==> run_1/congestion.png <==
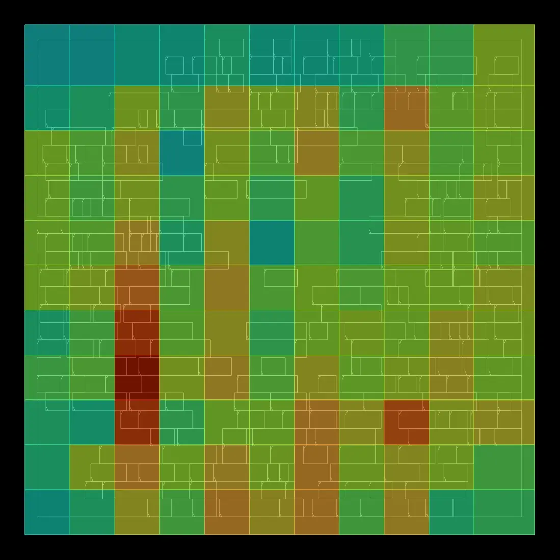
==> run_1/logic_types.png <==
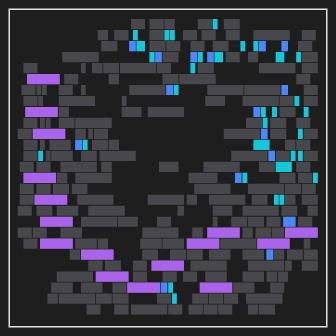
==> run_1/layer_met3.png <==
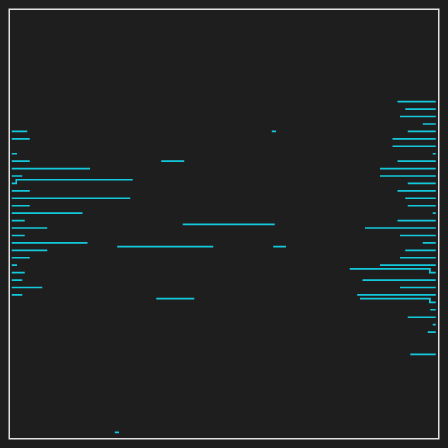
==> src/rtl/hybrid_adder.sv <==
// Registered approximate adder/subtractor: OR-based lower part, exact ripple upper part.
// Define HYBRID_ADDER_EXACT_EN to build the lower part from exact full adders instead.
module hybrid_adder #(
  parameter int N1       = 16,
  parameter int N2       = 16,
  parameter bit addOrSub = 1'b0
) (
  input  logic               clk,
  input  logic               rst_n,
  input  logic               in_valid,
  input  logic [N1+N2-1:0]   A,
  input  logic [N1+N2-1:0]   B,
  output logic               out_valid,
  output logic [N1+N2-1:0]   sum,
  output logic               cout
);

  localparam int W = N1 + N2;

  logic [W-1:0]  bx;
  logic [N1-1:0] lo_sum;
  logic          c_lo;
  logic [N2-1:0] hi_sum;
  logic          hi_cout;

  logic [W-1:0]  sum_d, sum_q;
  logic          cout_d, cout_q;
  logic          out_valid_d, out_valid_q;

  // Subtraction inverts B; the +1 only exists through the exact lower carry-in.
  assign bx = addOrSub ? ~B : B;

  always_comb begin
`ifdef HYBRID_ADDER_EXACT_EN
    logic c_chain;
    lo_sum  = '0;
    c_chain = addOrSub;
    for (int i = 0; i < N1; i++) begin
      lo_sum[i] = A[i] ^ bx[i] ^ c_chain;
      c_chain   = (A[i] & bx[i]) | (c_chain & (A[i] ^ bx[i]));
    end
    c_lo = c_chain;
`else
    lo_sum = A[N1-1:0] | bx[N1-1:0];
    c_lo   = A[N1-1] & bx[N1-1];
`endif
  end

  always_comb begin
    logic c_hi;
    hi_sum = '0;
    c_hi   = c_lo;
    for (int j = 0; j < N2; j++) begin
      hi_sum[j] = A[N1+j] ^ bx[N1+j] ^ c_hi;
      c_hi      = (A[N1+j] & bx[N1+j]) | (c_hi & (A[N1+j] ^ bx[N1+j]));
    end
    hi_cout = c_hi;
  end

  // Output register: captures on in_valid, otherwise holds.
  always_comb begin
    sum_d       = sum_q;
    cout_d      = cout_q;
    out_valid_d = in_valid;
    if (in_valid) begin
      sum_d  = {hi_sum, lo_sum};
      cout_d = hi_cout;
    end
  end

  always_ff @(posedge clk or negedge rst_n) begin
    if (!rst_n) begin
      sum_q       <= '0;
      cout_q      <= 1'b0;
      out_valid_q <= 1'b0;
    end else begin
      sum_q       <= sum_d;
      cout_q      <= cout_d;
      out_valid_q <= out_valid_d;
    end
  end

  assign sum       = sum_q;
  assign cout      = cout_q;
  assign out_valid = out_valid_q;

endmodule

==> config.mk <==
export PLATFORM = sky130hd
export DESIGN_NAME = hybrid_adder
export DESIGN_NICKNAME = d
export VERILOG_FILES = /design/src/rtl/hybrid_adder.sv
export SDC_FILE = /design/constraint.sdc
export NUM_CORES = 1
export LEC_CHECK = 0
export CAP_MARGIN = 20
export CORE_MARGIN = 1.5
export CORE_UTILIZATION = 30
export DETAILED_ROUTE_END_ITERATION = 6
export PLACE_DENSITY = 0.69
export SYNTH_ARGS = -nofsm -noshare
export SYNTH_HDL_FRONTEND = slang
export SYNTH_SLANG_ARGS = --single-unit
==> constraint.sdc <==
create_clock -name clk -period 0.8 [get_ports clk]
set_clock_uncertainty 0.05 [all_clocks]
set_input_delay 0.16 -clock clk [delete_from_list [all_inputs] [get_ports clk]]
set_output_delay 0.16 -clock clk [all_outputs]
set_load 0.02 [all_outputs]
==> changes_impl.md, run 1 <==
### Physical design

- Outcome: complete, but fails checks
- Failing checks: setup timing
- GRT Residual Overflow: 0
- PortBufs: around 100
- Ys flops: 34
- Post-synth top flop: dfrtp_1
- Distinct lib cells used: 11
- Leak Pwr: 0.00139 uW
- Slew @ Worst Pin: 0.326 ns
- First-pass GRT wire length: 6.47 mm
- Initial DRC Count: 24
- Final Hold Vio Count: 0
- GR Util All Layers: 13.8%
- Max Cap Viol: 0
- Latency at later pin: between 0.2 and 0.3 ns
- Synthesis area per yosys: 0.00170 sq mm
- CP max stage cell: fa_2
- Largest area contributor in the netlist: dfrtp_1
- Synth Seq Share: between 50% and 60%
- # DRC: 0
- Die extent in y: between 70 and 80 um
- Slew Viols, Final: 0
- Routed Antenna Nets: 0
- Max VDD drop: ~0.83 mV
- YS warnings: 0
- Synth top cells by count: dfrtp_1 (34), nor2_1 (32), a21oi_1 (16), fa_1 (16), mux2_4 (14)
- Pwr Density: around 1800 mW/mm^2
- Layout cell share with drive strength beyond 1: a little over two fifths
- Die area: between 0.006 and 0.007 sq mm
- OpenROAD warning count: 29
- H-Tree Level Count: 2
- I/O Pins: 101
- Routability congestion estimate: around 0.69
- Post-synth EDFFs: 0
- Min setup slack post-route: -5.12 ns
- Clock Tree Buf Depth: 2
- Synth top area share: approximately half
- TritonCTS buffer count: 5
- Startpoint type of the worst setup path: primary input
- Critical path arrival: about 6.1 ns
- Placed insts: 310
- Hpwl dp: 3.03 mm
- Worst rel slew slack: 78.3%
- Most common cell on crit path: fa_2
- Root buf cell: clkbuf_8
- CTS Sinks: 34
- Site Rows: 27
- Min-Delay Path Class: in -> reg
- Worst endpoint required time: between 0.9 and 1 ns
- Most numerous cell in the Yosys netlist: dfrtp_1
- F_max: 0.169 GHz
- Area of the mapped netlist: ~0.0017 sq mm
- Core ar.: between 0.005 and 0.006 sq mm
- Final setup viols: approximately 55
- DR vias/cell: between 4 and 5
- Vias in the first global route: between 1k and 1.5k
- Async S/R FF share, synth: 100%
- CTS tree: yes
- Cell-by-cell trace of the critical path: buf_6, and2_4, fa_2, fa_2, fa_2, fa_2, fa_2, fa_2, fa_2, fa_2, fa_2, fa_2, fa_2, fa_2, fa_2, inv_2, fa_2, inv_2, fa_2, inv_2, fa_2, mux2i_1
- DIE WIDTH: 78.3 um
- ANT cells: 0
- Largest net degree at the start of global routing: 30
- Min Tclk post-route: a little under 6 ns
- Crit path max-delay family: adder cells
- Pwr Total: around 5700 uW
- Initial antenna violation count: 0
- Post-Synthesis Cells: about 130
- Cell count listed in synth_stat.txt: roughly 130
- Clk pin slew, worst setup/hold paths: 0.06 ns
- RSZ-0062 raised after global routing: yes
- CP max FO: 2
- Syn-to-layout area delta: 85.6%
- Drt pass-1 iters: 2
- Syn avg cell area: between 10 and 15 sq um
- Crit. End Element: register
- Crit path kind: in -> reg
- Pre-Place Util: between 30% and 40%
- CP Buf/Inv Count: 4
- Synth area leaders: dfrtp_1 (50%), fa_1 (19%), mux2_4 (12%), nor2_1 (7.1%), a21oi_1 (4.7%)
- Syn_nets: roughly 210
- Final period util: 740%
- CP peak stage delay: around 0.4 ns
- Nets: 344
About congestion.png:
GRT met2 Usage: 23.7%
Final Util: 57.7%
Avg WL per Cell: 12.0 um

About logic_types.png:
| family | colour | cells |
|---|---|---|
| aoi and oai cells | blue | 16 |
| nor cells | cyan | 32 |
| fa/ha/maj cells | purple | 16 |
logic gate fraction of the total cell area: 26.5%
final cell count without fillers: 333
Commonest Layout Cell: clkdlybuf4s50_1

About layer_met3.png:
nets with wire on the layer: 57
wire length on this layer: 391 um
longest straight run: 21.4 um
share of all routed wire: 9.8%
main direction: horizontal
total number of vias: 1393
global-route met3 utilization: 4.88%
routed wire length: 4.01 mm

-- run 1: routing by layer --
metal | GRT usage (%) | wire [um]
met3 | 4.88 | 391
met1 | 15.1 | 1530
met2 | 23.7 | 2010
met4 | 6.96 | 80
met5 | 0 | 0
-- run 1: final cells by class --
type,instances,area (sq um)
Tap cell,72,90.1
Multi-Input combinational cell,82,836
Clock buffer,7,76.3
Fill cell,470,2310
Timing Repair Buffer,128,1270
Sequential cell,34,851
Inverter,10,37.5
-- run 1: cell families after synthesis --
family	Yosys count	share of synthesized area [%]
mux	17	14.1
simple gates	33	7.43
fa+ha+maj	16	18.8
flops	34	50.0
buf+inv	15	4.93
compound gates	16	4.71
-- run 1: registers in the layout (all words and copies together), names as in the netlist --
name and cells:
sum 32, cout 1, out_valid 1
-- run 1: worst paths after layout --
path | startpoint | endpoint | slack, ns | depth (start not counted)
max in group asynchronous | rst_n | cout$_DFFE_PN0P_ | 0.17 | 3
setup / recovery | A[15] | sum[31]$_DFFE_PN0P_ | -5.12 | 22
hold / removal | B[15] | sum[15]$_DFFE_PN0P_ | 0.14 | 3
setup reg to reg | sum[21]$_DFFE_PN0P_ | sum[21]$_DFFE_PN0P_ | -0.15 | 2
min in group asynchronous | rst_n | sum[17]$_DFFE_PN0P_ | 0.34 | 3
hold reg to reg | sum[23]$_DFFE_PN0P_ | sum[23]$_DFFE_PN0P_ | 0.49 | 1
-- run 1: through the flow --
stage | hold slack [ns] | utilization [%] | setup TNS (ns) | cell area [sq um] | setup slack, ns
2_1_floorplan | -0.186 | - | -50.24 | 1740 | -5.20
3_3_place_gp | 0.0881 | 52.7 | -72.43 | 2880 | -5.73
3_5_place_dp | 0.0912 | 52.7 | -73.99 | 2880 | -5.83
4_1_cts | 0.120 | 55.8 | -56.19 | 3050 | -5.15
5_1_grt | 0.163 | 57.7 | -58.45 | 3160 | -5.31
6_report | 0.143 | 57.7 | -55.63 | 3160 | -5.12
-- run 1: tightest hold or removal path, stage by stage --
cell	delay [ns]
buf_6	0.07
nor2_1	0.04
a21oi_1	0.15
-- run 1: what timing repair did --
action,4_1_cts,5_1_grt
setup endpoints to repair,51,53
endpoints found under the hold margin,34,0
gates resized,219,12
hold buffers,1,0
cloned,0,0
setup buffers,7,9
pin swaps,0,0
-- run 1: power by group --
group / switching, uW / internal, uW
combinational: 895 / 1440
clock: 547 / 598
sequential: 204 / 2000
-- run 1: cells in the final DEF, fill, tap and decap left out, drive strengths merged --
cell type	n
a21oi	16
and2	1
buf	66
clkbuf	7
clkdlybuf4s15	1
clkdlybuf4s50	60
dfrtp	34
dlygate4sd3	1
fa	16
inv	10
mux2	14
mux2i	3
nor2	32
## Run 2: what changed since run 1
--- a/config.mk
+++ b/config.mk
@@ -7,9 +7,10 @@
 export LEC_CHECK = 0
 export CAP_MARGIN = 20
 export CORE_MARGIN = 1.5
-export CORE_UTILIZATION = 30
+export CORE_UTILIZATION = 34
 export DETAILED_ROUTE_END_ITERATION = 6
-export PLACE_DENSITY = 0.69
+export PLACE_DENSITY = 0.77
+export REMOVE_ABC_BUFFERS = 1
 export SYNTH_ARGS = -nofsm -noshare
 export SYNTH_HDL_FRONTEND = slang
 export SYNTH_SLANG_ARGS = --single-unit
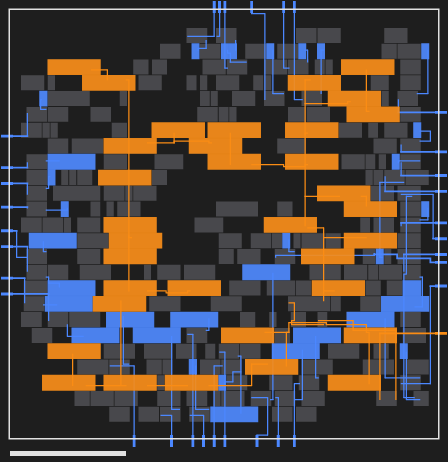
(run_2/io_fan.png)
Scale bar: 20 um.
| port | colour | bits | direction | edge | end cells | buffers | wire |
|---|---|---|---|---|---|---|---|
| B | blue | 32 | input | 9 right, 9 bottom, 8 left, 6 top | 33 | 33 | 593 um |
| rst_n | orange | 1 | input | right | 34 | 4 | 298 um |
I/O Pins: 101
PortBufs: 100

==> run 2 against run 1 <==
The flow still finishes with violations (setup timing). Via count is 0.29% lower. Final area is 1.2% lower. Worst hold slack worse by 0.029 ns. Area after synthesis stayed put. Register-to-register slack hardly changed. Clock power hardly changed. Worst setup slack worse by 0.047 ns. Critical path type unchanged. Sequential cell count stayed put. Sequential share of layout area is 0.34 points higher. Largest cell class unchanged. Global-route usage is 1.9 points higher.
==> changes_impl.md, run 2 <==
### Physical design

- Crit. End Element: register (unchanged)
- Final setup viols: 53 (was 55)
- Latency at later pin: 0.28 ns (was 0.27 ns)
- F_max: 0.167 GHz (was 0.169 GHz)
- Most numerous cell in the Yosys netlist: dfrtp_1 (unchanged)
- Min Tclk post-route: 5.97 ns (was 5.92 ns)
- Worst endpoint required time: 0.96 ns (was 0.95 ns)
- Die extent in y: 73.7 um (was 78.3 um)
- Distinct lib cells used: 11 (unchanged)
- Initial antenna violation count: 0 (unchanged)
- Flop area: 851 sq um (unchanged)
- Synth top cells by count: dfrtp_1 (34), nor2_1 (32), a21oi_1 (16), fa_1 (16), mux2_4 (14) (unchanged)
- DIE WIDTH: 73.7 um (was 78.3 um)
- Synth top area share: 50.0% (unchanged)
- Routability congestion estimate: 0.727 (was 0.689)
- CTS tree: yes (unchanged)
- Dpl cell area: 0.00284 sq mm (was 0.00288 sq mm)
- Max VDD drop: 0.919 mV (was 0.834 mV)
- Final instance area: 0.00312 sq mm (was 0.00316 sq mm)
- Synth area leaders: dfrtp_1 (50%), fa_1 (19%), mux2_4 (12%), nor2_1 (7.1%), a21oi_1 (4.7%) (unchanged)
- Slew Viols, Final: 0 (unchanged)
- First-pass GRT wire length: 6.30 mm (was 6.47 mm)
- R2R cell count: 2 (unchanged)
- Nets: 339 (was 344)
- Clock Tree Buf Depth: 2 (unchanged)
- Failing checks: setup timing (unchanged)
- Fillers: 387 (was 470)
- H-Tree Level Count: 2 (unchanged)
- Pwr Density: 1810 mW/mm^2 (was 1800 mW/mm^2)
- GRT Residual Overflow: 0 (unchanged)
- Min-Delay Path Class: in -> reg (unchanged)
- Hpwl dp: 3.16 mm (was 3.03 mm)
- Clk pin slew, worst setup/hold paths: 0.07 ns (was 0.06 ns)
- Layout cell share with drive strength beyond 1: 40.2% (was 42.5%)
- TNS Setup: -56.49 ns (was -55.63 ns)
- Outcome: complete, but fails checks (unchanged)
- Startpoint type of the worst setup path: primary input (unchanged)
- Syn avg cell area: 13.0 sq um (unchanged)
- Crit path launch: A[15] (unchanged)
- Post-synth top flop: dfrtp_1 (unchanged)
- Core ar.: 0.00479 sq mm (was 0.00547 sq mm)
- CTS Sinks: 34 (unchanged)
- Root buf cell: clkbuf_8 (unchanged)
- Post-Synthesis Cells: 131 (unchanged)
- Synth Seq Share: 50.0% (unchanged)
- Area of the mapped netlist: 0.00170 sq mm (unchanged)
- Commonest Layout Cell: clkdlybuf4s50_1 (unchanged)
- Post-synth EDFFs: 0 (unchanged)
- Ys flops: 34 (unchanged)
- CP max FO: 2 (unchanged)
- Max Cap Viol: 0 (unchanged)
- Crit path kind: in -> reg (unchanged)
- Avg WL per Cell: 12.6 um (was 12.0 um)
- Min setup slack post-route: -5.17 ns (was -5.12 ns)
- Reg2reg setup slack: -0.16 ns (was -0.15 ns)
- Most instantiated logic cells after routing: clkdlybuf4s50_1 (60), buf_6 (37), dfrtp_1 (34), nor2_1 (29), buf_4 (19) (was clkdlybuf4s50_1 (60), buf_6 (39), dfrtp_1 (34), nor2_1 (27), buf_4 (23))
- Final Hold Vio Count: 0 (unchanged)
- Final cell count without fillers: 323 (was 333)
- DR vias/cell: 4.30 (was 4.18)
- Logic area: 832 sq um (was 836 sq um)
- ANT cells: 0 (unchanged)
- Synthesis area per yosys: 0.00170 sq mm (unchanged)
- Hold path cells: 3 (unchanged)
- Final period util: 746% (was 740%)
- Die area: 0.00544 sq mm (was 0.00613 sq mm)
- Max reg flops: 32 (unchanged)
- Drt pass-1 iters: 4 (was 2)
- Worst Setup EP: sum[31]$_DFFE_PN0P_ (unchanged)
- Site Rows: 25 (was 27)
- Largest area contributor in the netlist: dfrtp_1 (unchanged)
- Leak Pwr: 0.00137 uW (was 0.00139 uW)
- # DRC: 0 (unchanged)
- Routed Antenna Nets: 0 (unchanged)
[run 2: cell counts after synthesis]
Identical to the previous run, type by type.
[run 2: cell families (layout without fill, tap and decap cells)]
kind of cell,after synthesis,in the layout,synth area share (%)
compound gates,16,16,4.71
simple gates,33,33,7.43
flops,34,34,50.0
mux,17,17,14.1
buf+inv,15,140,4.93
fa+ha+maj,16,16,18.8
[run 2: cell type report]
class | count | share of cell area (%)
Tap cell | 67 | 2.69
Multi-Input combinational cell | 82 | 26.7
Timing Repair Buffer | 123 | 39.7
Clock buffer | 7 | 2.45
Sequential cell | 34 | 27.3
Inverter | 10 | 1.20
[run 2: repair_timing]
item	4_1_cts	5_1_grt
setup buffers	8	5
pin swaps	17	17
resized	236	8
hold endpoints to repair	34	0
setup endpoints to repair	52	53
hold buffers	1	0
[run 2: worst min-delay path by stage]
stage | slack [ns] | end
finish | 0.11 | sum[15]$_DFFE_PN0P_
global route | 0.11 | sum[15]$_DFFE_PN0P_
CTS | 0.13 | sum[15]$_DFFE_PN0P_
detailed placement | 0.08 | sum[17]$_DFFE_PN0P_
global placement | 0.07 | sum[13]$_DFFE_PN0P_
floorplan | -0.19 | cout$_DFFE_PN0P_
[run 2: report_power, final]
part / switching (uW) / internal [uW]
Sequential: 197 / 1990
Clock: 573 / 598
Combinational: 888 / 1400
Total: 1660 / 3990
[run 2: metal layers]
layer / GRT usage [%] / vias to the layer above / part of all wire, %
li1: - / 665 / -
met1: 16.8 / 658 / 36
met2: 28.5 / 61 / 54
met3: 6.45 / 5 / 9.5
met4: 4.32 / 0 / 1.0
met5: 0 / - / 0
[run 2: worst max-delay path: stages]
cell	delay, ns
buf_6	0.09
and2_4	0.15
fa_2	0.38
fa_2	0.35
fa_2	0.34
fa_2	0.35
fa_2	0.36
fa_2	0.36
fa_2	0.34
fa_2	0.34
fa_2	0.34
fa_2	0.34
fa_2	0.35
fa_2	0.35
fa_2	0.34
inv_2	0.06
fa_2	0.18
inv_2	0.04
fa_2	0.32
inv_2	0.06
fa_1	0.39
mux2i_1	0.13
[run 2: per-stage QoR]
step	total power (uW)	utilization [%]	setup WS (ns)	hold WS (ns)
after floorplan	3000	-	-5.71	-0.186
after global placement	4160	59.3	-6.30	0.0740
after detailed placement	4210	59.3	-6.46	0.0791
after CTS	5650	63.9	-5.59	0.130
after global routing	5990	65.2	-5.35	0.106
final	5650	65.2	-5.17	0.114
No activity file was given, so power comes from the tool's default toggle rates.
